==> config.mk <==
export PLATFORM = sky130hd
export DESIGN_NAME = mmio_io_hub
export DESIGN_NICKNAME = d
export VERILOG_FILES = /design/src/rtl/mmio_io_hub.sv
export SDC_FILE = /design/constraint.sdc
export NUM_CORES = 1
export LEC_CHECK = 0
export CAP_MARGIN = 20
export CORE_MARGIN = 1
export CORE_UTILIZATION = 55
export DETAILED_ROUTE_END_ITERATION = 8
export HOLD_SLACK_MARGIN = 0.02
export PLACE_DENSITY = 0.78
export SETUP_SLACK_MARGIN = 0.3
export SYNTH_ARGS = -nofsm -noshare
export SYNTH_HDL_FRONTEND = slang
export SYNTH_SLANG_ARGS = --single-unit
==> constraint.sdc <==
create_clock -name clock -period 2.96 [get_ports clock]
set_input_delay 0.592 -clock clock [delete_from_list [all_inputs] [get_ports clock]]
set_output_delay 0.592 -clock clock [all_outputs]
set_load 0.01 [all_outputs]
==> images/met1.png <==
(4 px per um)
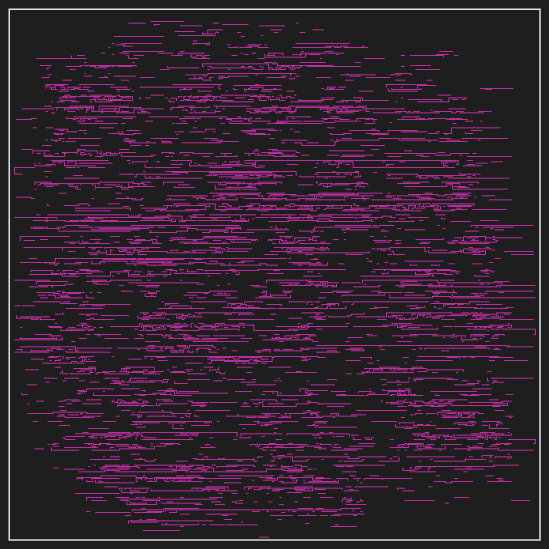
longest straight run: 50.6 um
share of all routed wire: 44%
main direction: horizontal
total length of routed wires: 21110 um
met1 track utilization from global routing: 33.82%
total vias in the final route: 7194

==> images/cell_classes.png <==
(3 px per um)
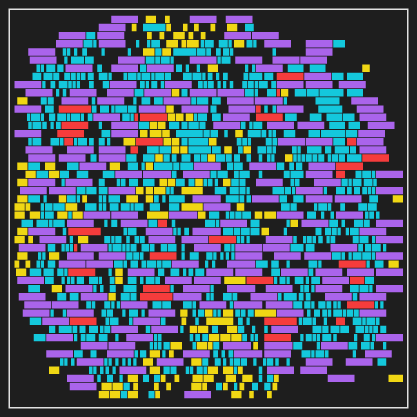
| class | color | cells | share of their area |
|---|---|---|---|
| clock drivers and dummy loads | red | 32 | 5.6% |
| all other logic | cyan | 697 | 40% |
| other buffers and delay cells | yellow | 147 | 11% |
| flops | purple | 192 | 43% |
num rows: 47
core area: 16580 um2
register fraction of the total cell area: 42.06%
final core area utilization: 69.10%

==> images/final_congestion.png <==
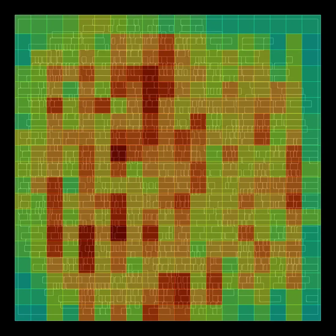
global-route met2 utilization: 42.53%
overall global routing resource usage: 25.74%
M3 GR Usage: 4.998%
average detailed-routed wire length per instance: 16.39 um
busiest layer in global routing: met2

==> images/zoom.png <==
Window x 21 to 46, y 87 to 112 um. Cells in gray, sequential cells in the stronger gray; small squares are vias.
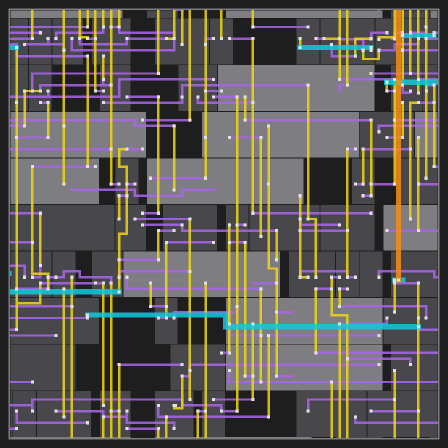
| layer | color |
|---|---|
| met3 | cyan |
| met2 | yellow |
| met4 | orange |
| met1 | purple |
cells with their middle in the window: 51
most frequent: nor2_1 (12), dfrtp_1 (8), xor2_1 (7)
sequential cells in the window: 8

==> images/drive_strength.png <==
(3 px per um)
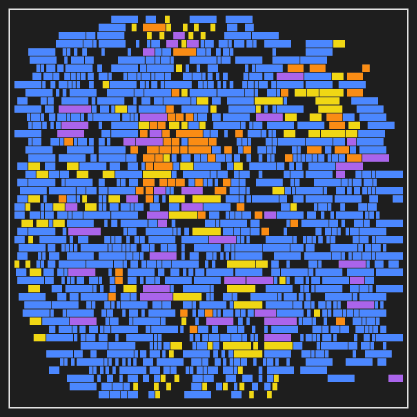
| size | color | cells |
|---|---|---|
| drive 3 to 4 | orange | 66 |
| drive 2 | yellow | 98 |
| drive 1 or less | blue | 862 |
| drive 6 and up | purple | 42 |
post-route cell area: 11460 um2
buffers outside the clock class: 147
Syn-to-layout area delta: 22.70%
worst-case setup margin in the final layout: 307.3 ps

==> impl_metrics.yaml <==
# generated from flow reports
run_status:
  status: "finished, final reports clean"
layout:
  combGateArea_um2: 4407
  final_cell_count_no_fill: 1288
  final_layout_top_logic_cell: "dfrtp_1"
  final_net_count: 1115
  nFillCells: 1246
  num-multi-input-gates: 683
  antennaDiodeCount: 0
  clock_cell_share_of_area_pct: 5.471
  biggestCellCategory: "flip-flops and latches"
  combAreaFraction_pct: 38.46
  nFlopsAndLatches: 192
  layout.nonclk_buf_share_pct: 11.15
  final_layout_size_suffix_gt1_share_pct: 19.29
power:
  switchingPower_uw: 1425
  clock_net_power_uw: 2440
  vdd.ir_drop.worst_uv: 541.9
  power_attributed_to_sequential_cells_uw: 3090
  p_leak_uw: 0.005278
  largestPowerGroup: "sequential cells"
  power.share.clock_pct: 40.6
  comb_power_share_pct: 7.9
  power.density_cell_area_nw_per_um2: 523.8
  power.total_uw: 6002
logic_synthesis:
  ao_oa_area_share_pct: 2.854
  netlist_top_cells_count: "dfrtp_1, nor2_1, nand2_1"
  synth-warning-count: 0
  synth-main-ff-cell: "dfrtp_1"
  synth-edff-count: 0
  synth.distinct_cells: 56
  synth.cellmix.xorXnorShare_pct: 9.660
  post_synth_main_logic_family: "simple AND/OR/NAND/NOR gates"
  async_reset_ff_share_pct: 100.0
  synth.cellmix.simpleShare_pct: 26.33
  ys_sh_mux_pct: 6.350
  synth_cells: 918
  post_synth_instance_area_um2: 9339
run:
  warnings: 27
  drv.max_cap_violation_count: 0
worst_setup_path:
  worst_ep_arrival_time_ps: 2060
  dominant_cell_type_by_count_on_the_critical_path: "buf_2"
  crit_required_ps: 2370
  cp_num_cells: 8
  path_max_fanout: 5
  cpLargestDelayFamily: "simple AND/OR/NAND/NOR gates"
  critical_path.cell_chain: "buf_2 > nor4_4 > buf_4 > and2_4 > and4_4 > a22o_1 > a221o_1 > buf_2"
  cp_slowest_cell: "nor4_4"
  setup.worst_path.class: "in -> out"
  slowest_delay_ps: 340
  critical_path.startpoint_type: "input port"
cts:
  hold_buf_count_cts: 0
  cts_root_buffer: "clkbuf_16"
  clk_transition_reported_paths_ps: 60
  clock-sinks: 192
timing:
  fin_worst_skew_ps: 11.31
  maxClockFrequency_ghz: 0.3770
  drv_slew: 0
  finalHoldWorstSlack_ps: 131.8
  worst_slew_slack_as_a_fraction_of_its_limit_pct: 43.34
global_routing:
  grt_pass1_vias: 7246
  grt_antenna_before_repair: 0
floorplanning:
  chip_area_um2: 17500
  initCoreUtil_pct: 56.32
  die.size.x_um: 132.3
  chipHeight_um: 132.3
place:
  gp_routability_congestion: 0.8570
  detailed_place_hpwl_um: 14690
drt:
  drt_drc_violations_left: 0
  routed_via_density: 5.585
  drt_pre_antenna_iters: 5
  maxUsedRoutingLayer: "met4"
  met2RoutedLength_um: 10420
No activity file was given, so power comes from the tool's default toggle rates.
